<file path="src/rtl/frame_swap_scheduler.sv">
// Double-buffered frame store sequencer: clear, draw, wait for VSYNC, swap.
// Ports: clk/rst, vsync, draw_* renderer port, fb_* back-buffer write port,
//   draw_grant, front_sel, frame_start, missed_frames.
module frame_swap_scheduler #(
  parameter int              ADDR_W      = 15,
  parameter int              DATA_W      = 8,
  parameter int              NUM_PIXELS  = 19200,
  parameter logic [DATA_W-1:0] CLEAR_COLOR = 8'h00
) (
  input  logic              clk,
  input  logic              rst,
  input  logic              vsync,
  input  logic              draw_we,
  input  logic [ADDR_W-1:0] draw_addr,
  input  logic [DATA_W-1:0] draw_data,
  input  logic              draw_done,
  output logic              draw_grant,
  output logic              fb_we,
  output logic [ADDR_W-1:0] fb_addr,
  output logic [DATA_W-1:0] fb_data,
  output logic              front_sel,
  output logic              frame_start,
  output logic [7:0]        missed_frames
);

  typedef enum logic [1:0] {
    CLEAR,
    DRAW,
    WAIT_VSYNC,
    SWAP
  } state_t;

  localparam int LAST_I = NUM_PIXELS - 1;
  localparam logic [ADDR_W-1:0] LAST = LAST_I[ADDR_W-1:0];
  localparam logic [ADDR_W:0] NPIX = NUM_PIXELS[ADDR_W:0];

  state_t            state, state_n;
  logic [ADDR_W-1:0] cnt, cnt_n;
  logic              vsync_last;
  logic              vedge;
  logic              in_range;
  logic              miss_inc;
  logic              swap_q, swap_n;
  logic [7:0]        missed_n;
  logic              front_n;
  logic              we_n;
  logic [ADDR_W-1:0] addr_n;
  logic [DATA_W-1:0] data_n;
  logic              grant_n;

  assign vedge    = vsync & ~vsync_last;
  assign in_range = {1'b0, draw_addr} < NPIX;

  always_ff @(posedge clk or posedge rst) begin
    if (rst) begin
      state         <= CLEAR;
      cnt           <= '0;
      vsync_last    <= 1'b1;
      swap_q        <= 1'b0;
      front_sel     <= 1'b0;
      frame_start   <= 1'b0;
      missed_frames <= '0;
      draw_grant    <= 1'b0;
      fb_we         <= 1'b0;
      fb_addr       <= '0;
      fb_data       <= '0;
    end else begin
      state         <= state_n;
      cnt           <= cnt_n;
      vsync_last    <= vsync;
      swap_q        <= swap_n;
      front_sel     <= front_n;
      frame_start   <= swap_q;
      missed_frames <= missed_n;
      draw_grant    <= grant_n;
      fb_we         <= we_n;
      fb_addr       <= addr_n;
      fb_data       <= data_n;
    end
  end

  always_comb begin
    state_n  = state;
    cnt_n    = cnt;
    front_n  = front_sel;
    swap_n   = 1'b0;
    miss_inc = 1'b0;
    we_n     = 1'b0;
    addr_n   = fb_addr;
    data_n   = fb_data;
    grant_n  = 1'b0;
    unique case (state)
      CLEAR: begin
        we_n   = 1'b1;
        addr_n = cnt;
        data_n = CLEAR_COLOR;
        if (cnt == LAST) begin
          cnt_n   = '0;
          state_n = DRAW;
        end else begin
          cnt_n = cnt + 1'b1;
        end
        miss_inc = vedge;
      end
      DRAW: begin
        grant_n = 1'b1;
        // Renderer strobes only count once it has actually seen the grant.
        if (draw_grant) begin
          we_n   = draw_we & in_range;
          addr_n = draw_addr;
          data_n = draw_data;
        end
        if (draw_done && vedge) begin
          state_n = SWAP;
        end else if (draw_done) begin
          state_n = WAIT_VSYNC;
        end else begin
          miss_inc = vedge;
        end
      end
      WAIT_VSYNC: begin
        if (vedge) begin
          state_n = SWAP;
        end
      end
      SWAP: begin
        front_n = ~front_sel;
        swap_n  = 1'b1;
        state_n = CLEAR;
      end
    endcase
    missed_n = missed_frames;
    if (miss_inc && (missed_frames != 8'hFF)) begin
      missed_n = missed_frames + 8'd1;
    end
  end

endmodule

</file>
<file path="config.mk">
export PLATFORM = sky130hd
export DESIGN_NAME = frame_swap_scheduler
export DESIGN_NICKNAME = d
export VERILOG_FILES = /design/src/rtl/frame_swap_scheduler.sv
export SDC_FILE = /design/constraint.sdc
export NUM_CORES = 1
export LEC_CHECK = 0
export CAP_MARGIN = 20
export CELL_PAD_IN_SITES_DETAIL_PLACEMENT = 1
export CELL_PAD_IN_SITES_GLOBAL_PLACEMENT = 1
export CORE_MARGIN = 2
export CORE_UTILIZATION = 41
export CTS_CLUSTER_DIAMETER = 80
export DETAILED_ROUTE_END_ITERATION = 10
export PLACE_DENSITY_LB_ADDON = 0.1
export SLEW_MARGIN = 10
export SYNTH_ARGS = -nofsm -noshare
export SYNTH_HDL_FRONTEND = slang
export SYNTH_SLANG_ARGS = --single-unit
</file>
<file path="constraint.sdc">
create_clock -name clk -period 3.8 [get_ports clk]
set_input_delay 0.95 -clock clk [delete_from_list [all_inputs] [get_ports clk]]
set_output_delay 0.95 -clock clk [all_outputs]
set_load 0.05 [all_outputs]
</file>
Figure 1. Signal wires on met1 (run 1).
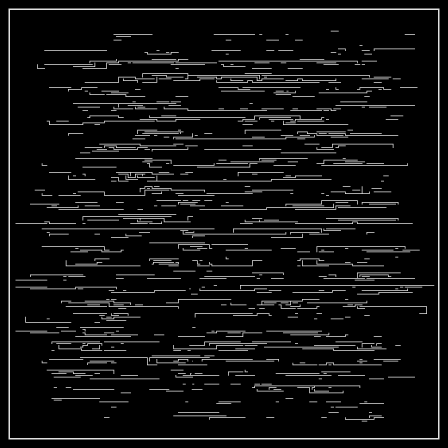
longest straight run: 37.3 µm
share of all routed wire: 51%

Figure 2. The metal 2 layer (run 1).
Bar = 20 µm. Cells faint in the background.
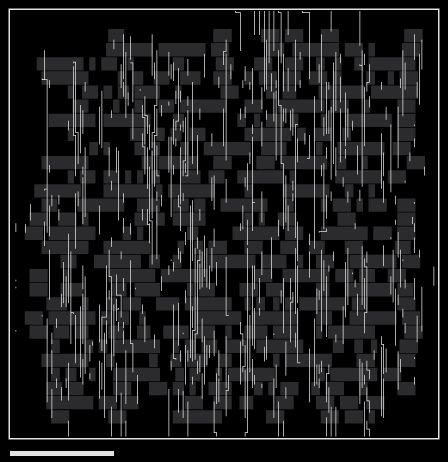
main direction: vertical
nets with wire on the layer: 279

==> flow_summary.json, run 1 <==
{
  "power_frac_clock_pct": 27.4,
  "powerDensity_nw_per_um2": 375,
  "cp-endpoint": "draw_grant",
  "post_cts_resize_count": 0,
  "edf_count": 0,
  "antennaDiodeCount": 0,
  "globalRoute.totalOverflow": 0,
  "setup_slack_ns": 1.17,
  "nMultiInputCombCells": 161,
  "drc": 0,
  "grt_use_met3_pct": 4.24,
  "slowest_stage": "clkdlybuf4s50_1",
  "reg_top3": "cnt: 15 flops, fb_addr: 15 flops",
  "setup_tns_ns": 0,
  "outcome": "finished, final reports clean",
  "powerClk_w": 0.000340,
  "reg2regPathDepth": 5,
  "ys_sh_xor_pct": 6.94,
  "die-height_um": 82.5,
  "drive_gt1_share_pct": 6.78,
  "p_comb_share_pct": 20.5,
  "dp_hpwl_mm": 4.15,
  "yosys.area_share.aoi_pct": 8.73,
  "peakVddDrop_mv": 0.460,
  "gp_congestion": 0.735,
  "mostFrequentLayoutCells": "clkdlybuf4s50_1 (62), dfrtp_1 (53), nand2_1 (28)",
  "htree_levels": 2,
  "logic_family": "simple AND/OR/NAND/NOR gates",
  "post_cts_buffers": 0,
  "biggestCellCategory": "flip-flops and latches"
}
Figure 3. M3 wires (run 1).
Bar = 20 µm.
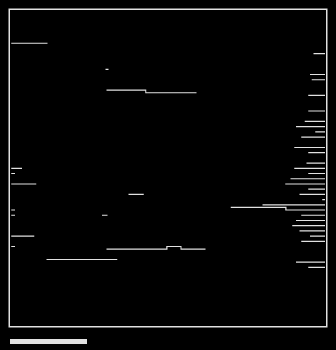
nets with wire on the layer: 39
longest straight run: 18.2 µm
wire length on this layer: 286 µm
main direction: horizontal

Figure 4. Track usage over the die (run 1).
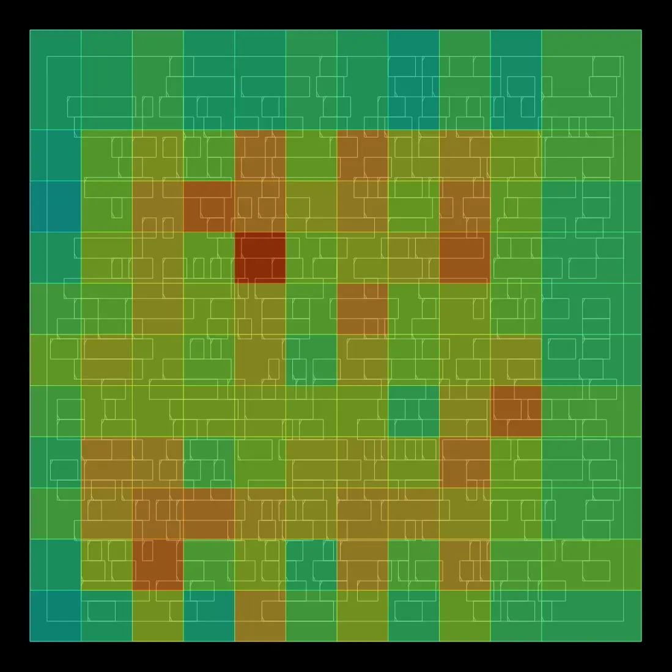
gr usage total: 19.2%
gr busiest metal: met1
Avg WL per Cell: 15.7 µm

Figure 5. Layout detail (run 1).
Bar = 5 µm. Region (11, 52) to (31, 72) µm. Cells in gray, sequential cells in the stronger gray; small squares are vias.
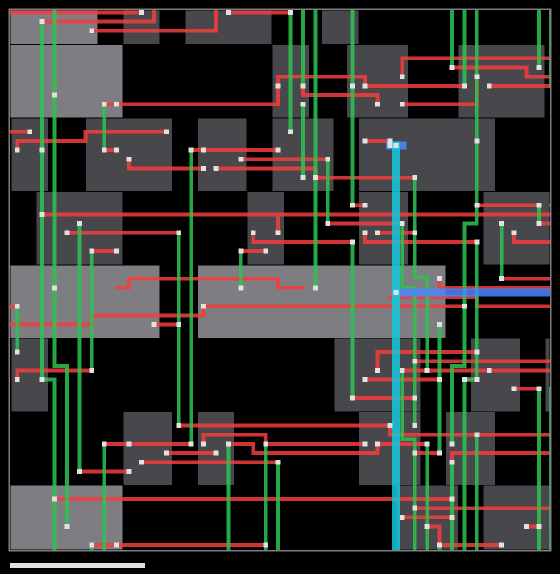

==> inputs of run 2 (changes only) <==
CORE_UTILIZATION = 38   (was 41)
clock period = 2.7 ns   (was 3.8 ns; I/O delays follow)
Figure 6. Layout detail (run 2).
Bar = 5 µm. Region (11, 54) to (31, 74) µm. Cells in gray, sequential cells in the stronger gray; small squares are vias.
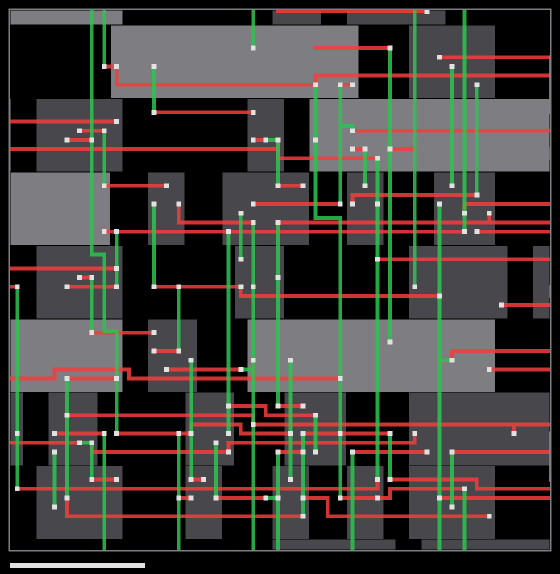
legend:
  red:
    layer: met1
  green:
    layer: met2
most frequent: xnor2_1 (6), nor2_1 (4)
sequential cells in the window: 3
cells with their middle in the window: 23
netlist names of flops here include: cnt (3)

Figure 7. M3 wires (run 2).
Bar = 20 µm.
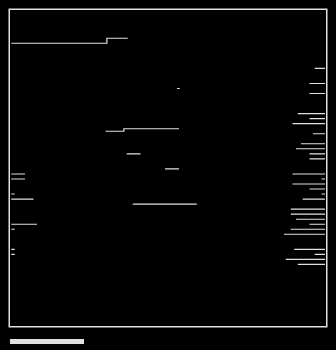
nets with wire on the layer: 37
share of all routed wire: 4.4%
main direction: horizontal

==> flow_summary.json, run 2 <==
{
  "outcome": "finished, final reports clean",
  "post_cts_resize_count": 0,
  "logic_family": "simple AND/OR/NAND/NOR gates",
  "final_area_um2": 3330,
  "drc": 0,
  "slowest_stage": "clkdlybuf4s50_1",
  "htree_levels": 2,
  "cp-endpoint": "draw_grant",
  "edf_count": 0,
  "nMultiInputCombCells": 161,
  "gp_congestion": 0.754,
  "reg_top3": "cnt: 15 flops, fb_addr: 15 flops",
  "grt_use_met3_pct": 3.46,
  "peakVddDrop_mv": 0.361,
  "setup_tns_ns": 0,
  "dp_hpwl_mm": 4.30,
  "ys_sh_xor_pct": 6.94,
  "antennaDiodeCount": 0,
  "top_usage_layer": "met2",
  "ys.flop_type": "dfrtp_1",
  "yosys.area_share.aoi_pct": 8.73,
  "track_usage_pct": 17.0,
  "post_cts_buffers": 0,
  "worstPathMaxFanout": 6,
  "buffer_area_share_pct": 19.9,
  "biggestCellCategory": "flip-flops and latches",
  "powerClk_w": 0.000474,
  "cp_cell_sequence": "clkdlybuf4s50_1",
  "setup_slack_ns": 0.362,
  "p_comb_share_pct": 20.8,
  "wire_per_inst_um": 15.7
}
Figure 8. Track usage over the die (run 2).
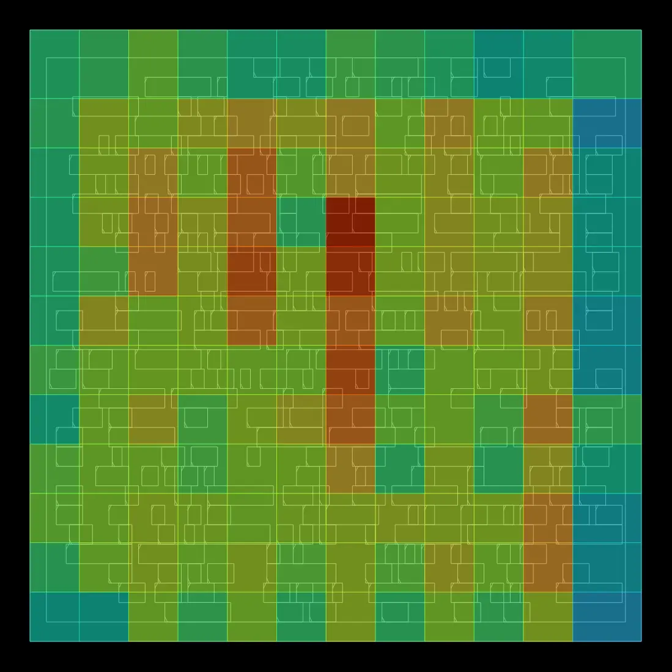

==> inputs of run 3 (changes only) <==
CORE_UTILIZATION = 52   (was 38)
DONT_BUFFER_PORTS = 1   (was not set)
clock period = 2.9 ns   (was 2.7 ns; I/O delays follow)
Figure 9. Track usage over the die (run 3).
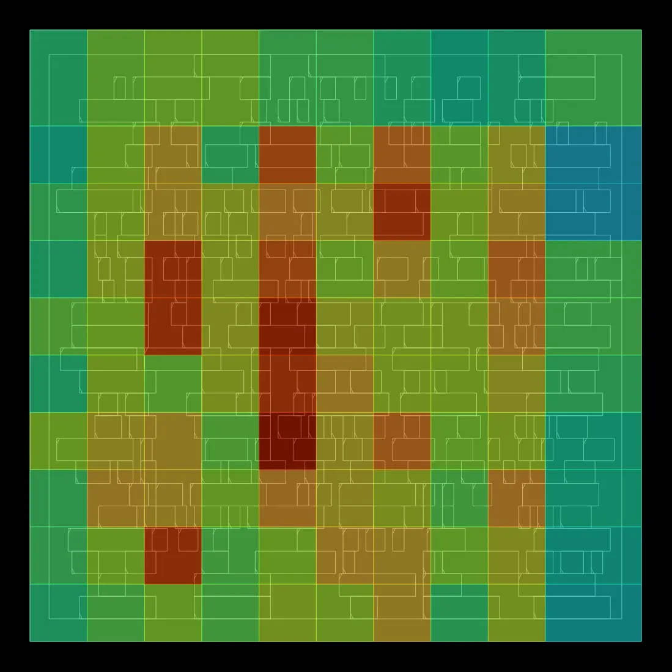
final core occ: 56.8%
Avg WL per Cell: 19.1 µm

Figure 10. Signal wires on met1 (run 3).
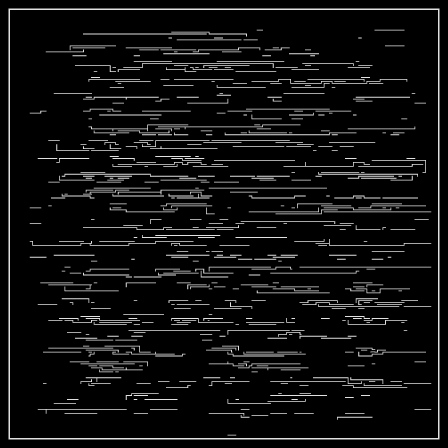
nets with wire on the layer: 245
share of all routed wire: 44%
wire length on this layer: 2,410 µm

==> flow_summary.json, run 3 <==
{
  "yosys.area_share.aoi_pct": 8.73,
  "outcome": "finished, final reports clean",
  "cp-endpoint": "missed_frames[1]$_DFFE_PP0P_",
  "setup_tns_ns": 0,
  "buffer_area_share_pct": 1.13,
  "setup_slack_ns": 0.749,
  "post_cts_buffers": 0,
  "clk_share_pct": 3.43,
  "gp_congestion": 0.805,
  "worstPathMaxFanout": 15,
  "drc": 0,
  "cts.sinks": 54,
  "vias": 1702,
  "logic_family": "simple AND/OR/NAND/NOR gates",
  "biggestCellCategory": "flip-flops and latches",
  "nMultiInputCombCells": 161,
  "async_flop_share_pct": 100,
  "first_pass_iters": 4,
  "htree_levels": 2,
  "dp_hpwl_mm": 4.15,
  "peakVddDrop_mv": 0.480,
  "synth_warnings": 0,
  "track_usage_pct": 21.7,
  "drt-total-wl_mm": 5.50,
  "cp_cell_sequence": "inv_1, ha_1, o21ai_1, nor2_1, mux2_2",
  "post_cts_resize_count": 0,
  "final_area_um2": 2670,
  "grt_use_met3_pct": 3.84,
  "ys_sh_xor_pct": 6.94,
  "p_comb_share_pct": 5.9,
  "slowest_stage": "ha_1",
  "powerClk_w": 0.000424,
  "top_usage_layer": "met2"
}
